run_1/sizes.png
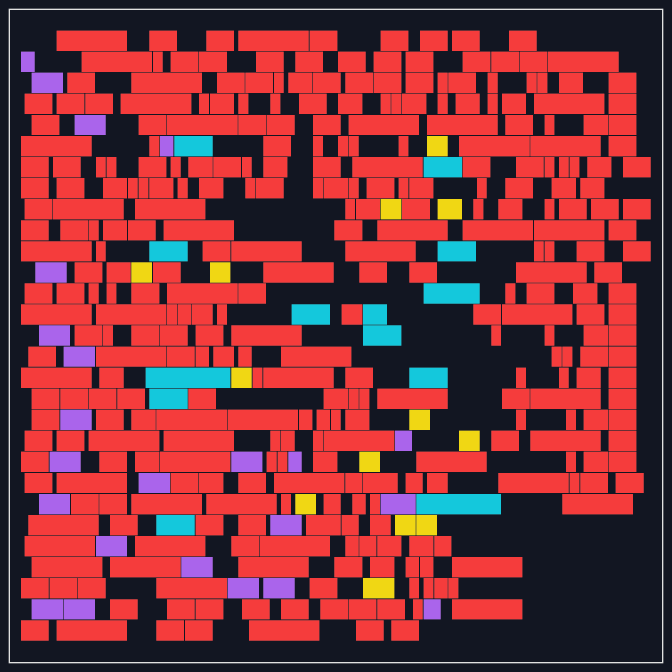
run_1/flops_by_reg.png
Bar = 20 um.
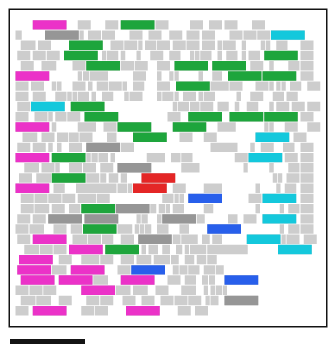
run_1/congestion.png
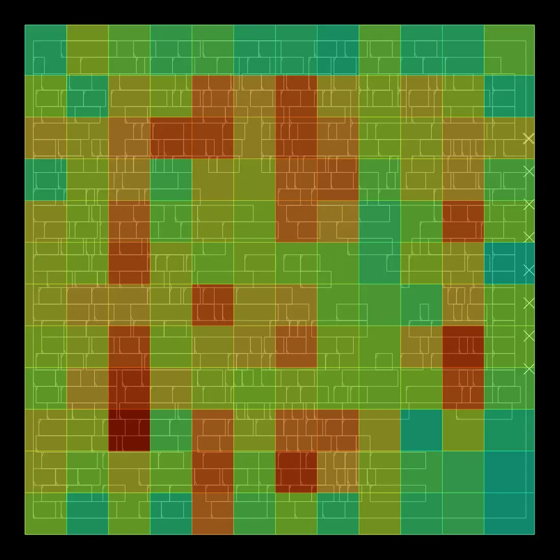
run_1/logic_types.png
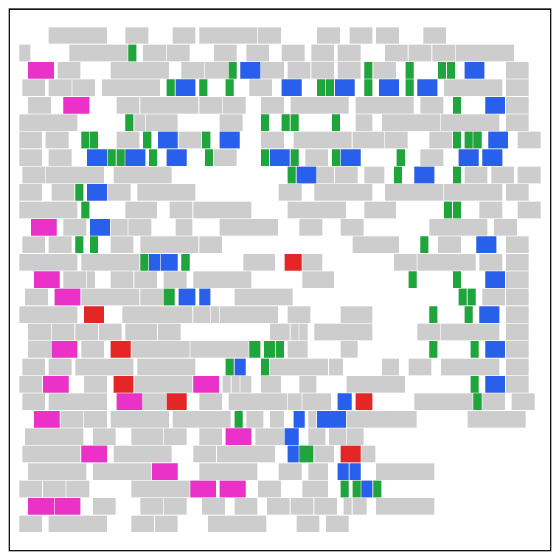
[src/rtl/vram_arb_pkg.sv]
`default_nettype none
// +----------------------------------------------------------------------+
// | Package : vram_arb_pkg                                               |
// | Shared types and helpers for the VRAM slot arbiter.                  |
// | Revision: 1.0 - initial release                                      |
// +----------------------------------------------------------------------+
package vram_arb_pkg;

  // VDP slot phase as presented on {vdp_dh_clk, vdp_dl_clk}
  typedef enum logic [1:0] {
    SLOT_REFRESH = 2'b00,
    SLOT_IDLE_A  = 2'b01,
    SLOT_IDLE_B  = 2'b10,
    SLOT_VDP     = 2'b11
  } slot_e;

  // Aux transaction progress
  typedef enum logic [1:0] {
    IDLE  = 2'b00,
    GRANT = 2'b01,
    RWAIT = 2'b10
  } arb_state_e;

  localparam int DEBT_W     = 4;
  localparam int MEM_ADDR_W = 23;
  localparam int VDP_ADDR_W = 19;

  // VDP addresses live in the bottom 512K of the shared memory
  function automatic logic [MEM_ADDR_W-1:0] vdp_to_mem_addr(input logic [VDP_ADDR_W-1:0] a);
    return {{(MEM_ADDR_W-VDP_ADDR_W){1'b0}}, a};
  endfunction

endpackage
`default_nettype wire

[src/rtl/refresh_debt_counter.sv]
`default_nettype none
// +----------------------------------------------------------------------+
// | Module  : refresh_debt_counter                                       |
// | Saturating up/down count of refresh slots lent to the aux side,      |
// | with a flag once the lending limit is reached.                       |
// | Revision: 1.0 - initial release                                      |
// +----------------------------------------------------------------------+
module refresh_debt_counter
  import vram_arb_pkg::*;
#(
  parameter int WIDTH    = DEBT_W,
  parameter int MAX_DEBT = 8
) (
  input  logic             clk,
  input  logic             reset_n,
  input  logic             inc,
  input  logic             dec,
  output logic [WIDTH-1:0] debt,
  output logic             at_max
);

  // Count lent slots up and repaid refreshes down, clamping at both ends
  always_ff @(posedge clk or negedge reset_n) begin
    if (!reset_n) begin
      debt <= '0;
    end else if (inc && !dec) begin
      if (debt != '1) debt <= debt + 1'b1;
    end else if (dec && !inc) begin
      if (debt != '0) debt <= debt - 1'b1;
    end
  end

  assign at_max = (debt >= WIDTH'(MAX_DEBT));

endmodule
`default_nettype wire

[src/rtl/vram_slot_arbiter.sv]
`default_nettype none
// +----------------------------------------------------------------------+
// | Module  : vram_slot_arbiter                                          |
// | Schedules VDP and one auxiliary requester onto the SDRAM controller  |
// | by VDP slot phase; refresh slots are lent to aux under a debt bound. |
// | Revision: 1.0 - initial release                                      |
// +----------------------------------------------------------------------+
module vram_slot_arbiter
  import vram_arb_pkg::*;
#(
  parameter int READ_LAT = 2,
  parameter int MAX_DEBT = 8
) (
  input  logic                  clk,
  input  logic                  reset_n,
  input  logic                  vdp_dl_clk,
  input  logic                  vdp_dh_clk,
  input  logic                  vdp_we_n,
  input  logic [VDP_ADDR_W-1:0] vdp_addr,
  input  logic [7:0]            vdp_din8,
  input  logic                  aux_req,
  input  logic                  aux_we,
  input  logic [MEM_ADDR_W-1:0] aux_addr,
  input  logic [7:0]            aux_din8,
  output logic                  aux_ack,
  output logic                  aux_rvalid,
  output logic [15:0]           aux_rdata,
  output logic                  mem_read,
  output logic                  mem_write,
  output logic                  mem_refresh,
  output logic [MEM_ADDR_W-1:0] mem_addr,
  output logic [7:0]            mem_din8,
  input  logic [15:0]           mem_dout16,
  output logic [DEBT_W-1:0]     refresh_debt
);

  // Latency counter only ever holds READ_LAT-1 down to 1
  localparam int LAT_W = (READ_LAT > 1) ? $clog2(READ_LAT) : 1;

  slot_e             phase;
  slot_e             phase_q;
  logic              slot_start;
  arb_state_e        state;
  logic              grant_is_read;
  logic [LAT_W-1:0]  lat_cnt;
  logic              aux_pending;
  logic              at_max;
  logic              grant;
  logic              do_refresh;

  assign phase       = slot_e'({vdp_dh_clk, vdp_dl_clk});
  assign slot_start  = (phase != phase_q);
  assign aux_pending = aux_req && (state == IDLE);
  assign grant       = slot_start && (phase == SLOT_REFRESH) && aux_pending && !at_max;
  assign do_refresh  = slot_start && (phase == SLOT_REFRESH) && !grant;

  refresh_debt_counter #(
    .WIDTH    (DEBT_W),
    .MAX_DEBT (MAX_DEBT)
  ) u_debt (
    .clk     (clk),
    .reset_n (reset_n),
    .inc     (grant),
    .dec     (do_refresh),
    .debt    (refresh_debt),
    .at_max  (at_max)
  );

  // Remember the previous phase so a change marks the start of a slot
  always_ff @(posedge clk or negedge reset_n) begin
    if (!reset_n) phase_q <= SLOT_REFRESH;
    else          phase_q <= phase;
  end

  // Command levels: decided at slot start and held; a VDP slot follows its inputs every clk
  always_ff @(posedge clk or negedge reset_n) begin
    if (!reset_n) begin
      mem_read    <= 1'b0;
      mem_write   <= 1'b0;
      mem_refresh <= 1'b0;
      mem_addr    <= '0;
      mem_din8    <= '0;
    end else if (phase == SLOT_VDP) begin
      mem_read    <= vdp_we_n;
      mem_write   <= ~vdp_we_n;
      mem_refresh <= 1'b0;
      mem_addr    <= vdp_to_mem_addr(vdp_addr);
      mem_din8    <= vdp_din8;
    end else if (slot_start) begin
      mem_read    <= 1'b0;
      mem_write   <= 1'b0;
      mem_refresh <= do_refresh;
      mem_addr    <= '0;
      mem_din8    <= '0;
      if (grant) begin
        mem_read  <= ~aux_we;
        mem_write <= aux_we;
        mem_addr  <= aux_addr;
        mem_din8  <= aux_din8;
      end
    end
  end

  // Aux transaction FSM: grant pulse, hold through the slot, then read-data return
  always_ff @(posedge clk or negedge reset_n) begin
    if (!reset_n) begin
      state         <= IDLE;
      grant_is_read <= 1'b0;
      lat_cnt       <= '0;
      aux_ack       <= 1'b0;
      aux_rvalid    <= 1'b0;
      aux_rdata     <= '0;
    end else begin
      aux_ack    <= grant;
      aux_rvalid <= 1'b0;
      case (state)
        IDLE: begin
          if (grant) begin
            state         <= GRANT;
            grant_is_read <= ~aux_we;
          end
        end
        GRANT: begin
          if (slot_start) begin
            if (!grant_is_read) begin
              state <= IDLE;
            end else if (READ_LAT <= 1) begin
              aux_rvalid <= 1'b1;
              aux_rdata  <= mem_dout16;
              state      <= IDLE;
            end else begin
              lat_cnt <= LAT_W'(READ_LAT - 1);
              state   <= RWAIT;
            end
          end
        end
        RWAIT: begin
          if (lat_cnt == LAT_W'(1)) begin
            aux_rvalid <= 1'b1;
            aux_rdata  <= mem_dout16;
            state      <= IDLE;
          end else begin
            lat_cnt <= lat_cnt - 1'b1;
          end
        end
        default: state <= IDLE;
      endcase
    end
  end

endmodule
`default_nettype wire

[config.mk]
export PLATFORM = sky130hd
export DESIGN_NAME = vram_slot_arbiter
export DESIGN_NICKNAME = d
export VERILOG_FILES = /design/src/rtl/vram_arb_pkg.sv /design/src/rtl/refresh_debt_counter.sv /design/src/rtl/vram_slot_arbiter.sv
export SDC_FILE = /design/constraint.sdc
export NUM_CORES = 1
export LEC_CHECK = 0
export CORE_UTILIZATION = 39
export CTS_CLUSTER_SIZE = 24
export DETAILED_ROUTE_END_ITERATION = 10
export PLACE_DENSITY = 0.82
export SLEW_MARGIN = 0
export SYNTH_ARGS = -nofsm -noshare
export SYNTH_HDL_FRONTEND = slang
export SYNTH_SLANG_ARGS = --single-unit
[constraint.sdc]
create_clock -name clk -period 3 [get_ports clk]
set_clock_uncertainty 0.1 [all_clocks]
set_input_delay 0.75 -clock clk [delete_from_list [all_inputs] [get_ports clk]]
set_output_delay 0.75 -clock clk [all_outputs]
set_load 0.03 [all_outputs]
==> flow_summary.json, run 1 <==
{
  "drt_iter0_markers": 171,
  "place_area_um2": 4090,
  "fill_cells": 517,
  "endpoint_kind": "register",
  "yosysSeqAreaShare_pct": 58.85,
  "first_pass_iters": 9,
  "slew_headroom_pct": 51.54,
  "failed_checks": "design-rule violations",
  "reg2reg_depth": 7,
  "drc": 17,
  "ys_chip_area_um2": 2636,
  "slowest_delay_ps": 460,
  "clkPwrFrac_pct": 26.4,
  "pwr-share-comb_pct": 36.7,
  "cts_max_level": 3,
  "synthAdderAreaFrac_pct": 0.9492,
  "synth-seq-cells": 62,
  "outcome": "complete, but fails checks",
  "p_sw_share_pct": 34.35,
  "root_buffer": "clkbuf_8"
}
## Picture notes: sizes.png
[_6 and larger] cyan | cells: 13
[_0 and _1 cells] red | cells: 331
[_3 and _4 cells] yellow | cells: 13
[_2 cells] purple | cells: 23
Signal buffers: 146
Syn-to-layout area delta: 63.55%
final setup margin: 194.6 ps
fin area: 4312 um^2

## Picture notes: flops_by_reg.png
[phase_q] red | flops: 2
[mem_addr] green | flops: 23
[aux_rdata] magenta | flops: 16
[u_debt.debt] blue | flops: 4
[mem_din8] cyan | flops: 8
not colored: 9
Seq/total area: 35.98%
post-layout util: 67.13%
Flop+latch power: 1.14 mW
register area: 1551 um^2

## Picture notes: congestion.png
total track usage: 21.74%
DR WL/cell: 16.54 um
met3 usage: 9.636%
GRT met1 Usage: 25.32%

## Picture notes: logic_types.png
[non-inverting ao/oa cells] red | cells: 7 | most used: a22o_1
[mux cells] magenta | cells: 17 | most used: mux2_2
[nand cells] green | cells: 67 | most used: nand2_1
[aoi and oai cells] blue | cells: 40 | most used: a32oi_1 | where: widely spread

run 1: cells in the mapped netlist (2+ instances only):
| cell | instances | area (um^2) |
|---|---|---|
| a21oi_1 | 2 | 10.01 |
| inv_1 | 3 | 11.26 |
| a22o_1 | 4 | 35.03 |
| xnor2_1 | 4 | 35.03 |
| nand3_1 | 3 | 15.01 |
| buf_6 | 3 | 33.78 |
| or2_2 | 2 | 12.51 |
| clkbuf_1 | 12 | 45.04 |
| nand2_1 | 63 | 236.5 |
| dfrtp_1 | 62 | 1551 |
| mux2_2 | 17 | 191.4 |
| a32oi_1 | 27 | 236.5 |
| ha_1 | 2 | 25.02 |
| o21ai_0 | 6 | 30.03 |
| nor2b_1 | 2 | 12.51 |
| nor2_1 | 5 | 18.77 |
run 1: routing by layer:
layer,vias up,wire length [um],GRT usage [%]
met5,-,0,0
met3,4,804,9.636
met1,1147,2953,25.32
met2,104,3752,36.51
met4,0,46,6.113
li1,1123,-,-
run 1: worst max path at each step:
| stage | from | end | cells past startpoint |
|---|---|---|---|
| global route | aux_req | u_debt.debt[3]$_DFFE_PN0P_ | 8 |
| floorplan | vdp_dh_clk | u_debt.debt[3]$_DFFE_PN0P_ | 8 |
| finish | aux_req | u_debt.debt[3]$_DFFE_PN0P_ | 8 |
| detailed placement | aux_req | u_debt.debt[3]$_DFFE_PN0P_ | 8 |
| CTS | aux_req | u_debt.debt[3]$_DFFE_PN0P_ | 8 |
| global placement | aux_req | u_debt.debt[3]$_DFFE_PN0P_ | 8 |
run 1: flip-flops by register name, summed over array words and instances, names as in the netlist:
register	count
aux_ack	1
aux_rdata	16
aux_rvalid	1
grant_is_read	1
lat_cnt	1
mem_addr	23
mem_din8	8
mem_read	1
mem_refresh	1
mem_write	1
phase_q	2
state	2
u_debt.debt	4
run 1: through the flow:
step	utilization (%)	hold slack, ps	TNS (ps)
after floorplan	-	354.4	0
after global placement	63.69	362.1	-748.5
after detailed placement	63.69	372.9	-1142
after CTS	67.13	316.6	0
after global routing	67.13	343.5	0
final	67.13	303.8	0
run 1: cell families after synthesis:
group                    count (synthesis)
multiplexers                            17
flip-flops                              62
AND-OR/OR-AND                           47
buffers and inverters                   20
adder cells (fa/ha/maj)                  2
XOR/XNOR                                 4
AND/OR/NAND/NOR                         82
run 1: final cells by class:
cell class	instances	area, um^2	share of cell area, %
flip-flops and latches	62	1551	35.98
repair buffers	146	1444	33.49
multi-input cells	152	982.2	22.78
clock buffers	9	123.9	2.873
clock inverters	7	97.59	2.263
well taps	77	96.34	2.234
inverters	4	16.27	0.3772
run 1: placed cells by master, fill, tap and decap left out, types with 3 or more instances in the layout:
master             n
xnor2_1            4
buf_4              9
inv_1              3
a22o_1             4
nor2_1             5
nand3_1            3
nand2_1           63
o21ai_0            6
dfrtp_1           62
clkdlybuf4s50_1  135
a32oi_1           27
mux2_2            17
clkbuf_8           9
run 1: power by group through the flow:
stage	clock network, mW	logic (mW)	registers (mW)
after floorplan	0	0.274	1.47
after global placement	0	1.12	1.14
after detailed placement	0	1.14	1.15
after CTS	0.833	1.14	1.14
after global routing	0.872	1.19	1.16
final	0.817	1.13	1.14
run_1/wires.png
Only two layers are drawn.
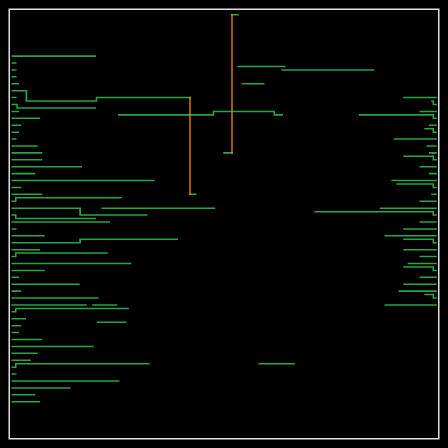

## Run 2: what changed since run 1
- RECOVER_POWER: not set -> 100
run_2/wires.png
Only two layers are drawn.
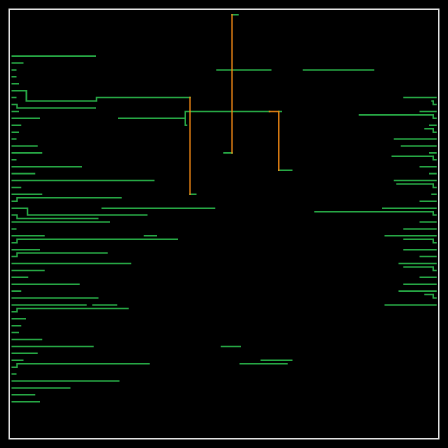
[metal 3] green | wire length: 814 um
[metal 4] orange | wire length: 59.6 um
DR WL/cell: 16.50 um
DR vias: 2,402

run_2/sizes.png
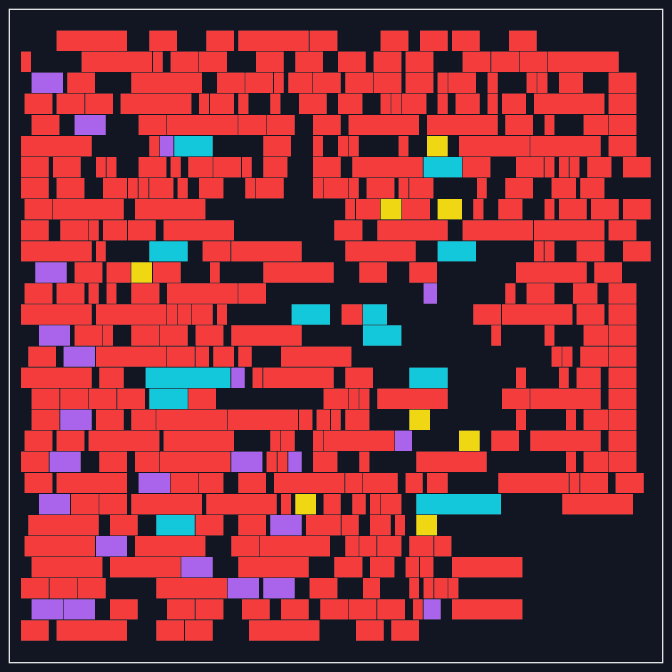
[_2 cells] purple | cells: 23
[_0 and _1 cells] red | cells: 337
[_3 and _4 cells] yellow | cells: 8
[_6 and larger] cyan | cells: 12

==> flow_summary.json, run 2 <==
{
  "outcome": "complete, but fails checks",
  "failed_checks": "design-rule violations",
  "fin_area_um2": 4272,
  "fin_crit_sh_pct": 93.93,
  "wl_met1_mm": 2.893,
  "largest_register_ffs": 23,
  "dp.final_hpwl_mm": 5.269,
  "setup_tns_ps": 0,
  "first_pass_iters": 9,
  "route.met2.wl_mm": 3.774,
  "yosysSeqAreaShare_pct": 58.85,
  "largest_area_cell": "dfrtp_1",
  "drc": 17,
  "drt_iter0_markers": 182,
  "layout_top_cell": "clkdlybuf4s50_1",
  "largest_register": "mem_addr",
  "cts_tree": "yes",
  "fill_cells": 523,
  "regArea_um2": 1551,
  "synth-seq-cells": 62,
  "topCellsByArea": "dfrtp_1 (59%), a32oi_1 (9.0%), nand2_1 (9.0%)",
  "place_area_um2": 4090,
  "worstPathMaxFanout": 2,
  "synthDistinctLibCells": 33,
  "netlist.area_leader.share_pct": 58.85,
  "wl_met3_um": 814,
  "root_buffer": "clkbuf_8",
  "cts_max_level": 3,
  "slew_headroom_pct": 13.51,
  "routed.top_layer": "met4",
  "endpoint_kind": "register",
  "final_cell_mix": "clkdlybuf4s50_1 (78), nand2_1 (63), dfrtp_1 (62), dlygate4sd3_1 (57), a32oi_1 (27)",
  "reg_top3": "mem_addr x23, aux_rdata x16, mem_din8 x8",
  "io_pins": 137,
  "comb_area_um2": 972.2,
  "ys_chip_area_um2": 2636,
  "groute.usage.overall_pct": 21.74
}
[run 2: netlist changes by cell type in the layout (fill, tap and decap cells not counted)]
cell	previous run	this run
dlygate4sd3_1	0	57
or3_1	0	1
buf_2	1	0
clkdlybuf4s50_1	135	78
clkinvlp_2	0	1
o211ai_2	1	0
clkbuf_1	0	4
clkinv_2	2	1
or3_4	1	0
clkbuf_2	0	2
o211ai_1	1	2
buf_12	1	0
buf_4	9	5
[run 2: logic make-up after synthesis]
family          count (synthesis)  share of synthesized area (%)
compound gates                 47                          14.24
xor+xnor                        4                          1.329
fa+ha+maj                       2                         0.9491
buf+inv                        20                          3.891
flops                          62                          58.85
mux                            17                          7.261
simple gates                   82                          13.48
[run 2: final cells by class]
type	count	share of cell area, %
Clock buffer	9	2.900
Tap cell	77	2.255
Clock inverter	7	2.285
Sequential cell	62	36.32
Inverter	4	0.3808
Multi-Input combinational cell	152	22.76
Timing Repair Buffer	146	33.10
[run 2: critical path, cell delays in order]
cell             delay (ps)
clkdlybuf4s50_1         460
or4b_1                  450
or3_1                   350
ha_1                    290
o21ai_0                  80
nand2b_1                 60
or4_1                   390
o211ai_1                120
[run 2: routing by layer]
metal  global-route usage (%)  up-vias
met1                    25.32     1169
met4                    6.113        0
met3                    9.636        7
met2                    36.51      106
li1                         -     1120
met5                        0        -
[run 2: worst paths after layout]
path / to / depth (start not counted) / from
setup / recovery: u_debt.debt[3]$_DFFE_PN0P_ / 8 / aux_req
hold / removal: mem_addr[0]$_DFFE_PN0P_ / 2 / mem_addr[0]$_DFFE_PN0P_
setup reg to reg: u_debt.debt[3]$_DFFE_PN0P_ / 7 / u_debt.debt[3]$_DFFE_PN0P_
hold reg to reg: mem_addr[0]$_DFFE_PN0P_ / 2 / mem_addr[0]$_DFFE_PN0P_
max in group asynchronous: aux_rdata[3]$_DFFE_PN0P_ / 2 / reset_n
min in group asynchronous: aux_ack$_DFF_PN0_ / 1 / reset_n
[run 2: metrics by stage]
stage	hold slack [ps]	util (%)	worst slack [ps]	instances
2_1_floorplan	354.4	-	322.9	234
3_3_place_gp	362.1	63.69	-105.6	441
3_5_place_dp	372.9	63.69	-145.4	441
4_1_cts	316.6	67.13	204.2	457
5_1_grt	405.0	66.51	83.73	457
6_report	380.2	66.51	182.2	457
[run 2: power breakdown]
group	total, mW	switching [mW]	internal [mW]
registers	1.13	0.119	1.01
clock network	0.816	0.345	0.470
logic	1.06	0.582	0.478
total	3.01	1.05	1.96
Power and IR drop assume default switching activity.
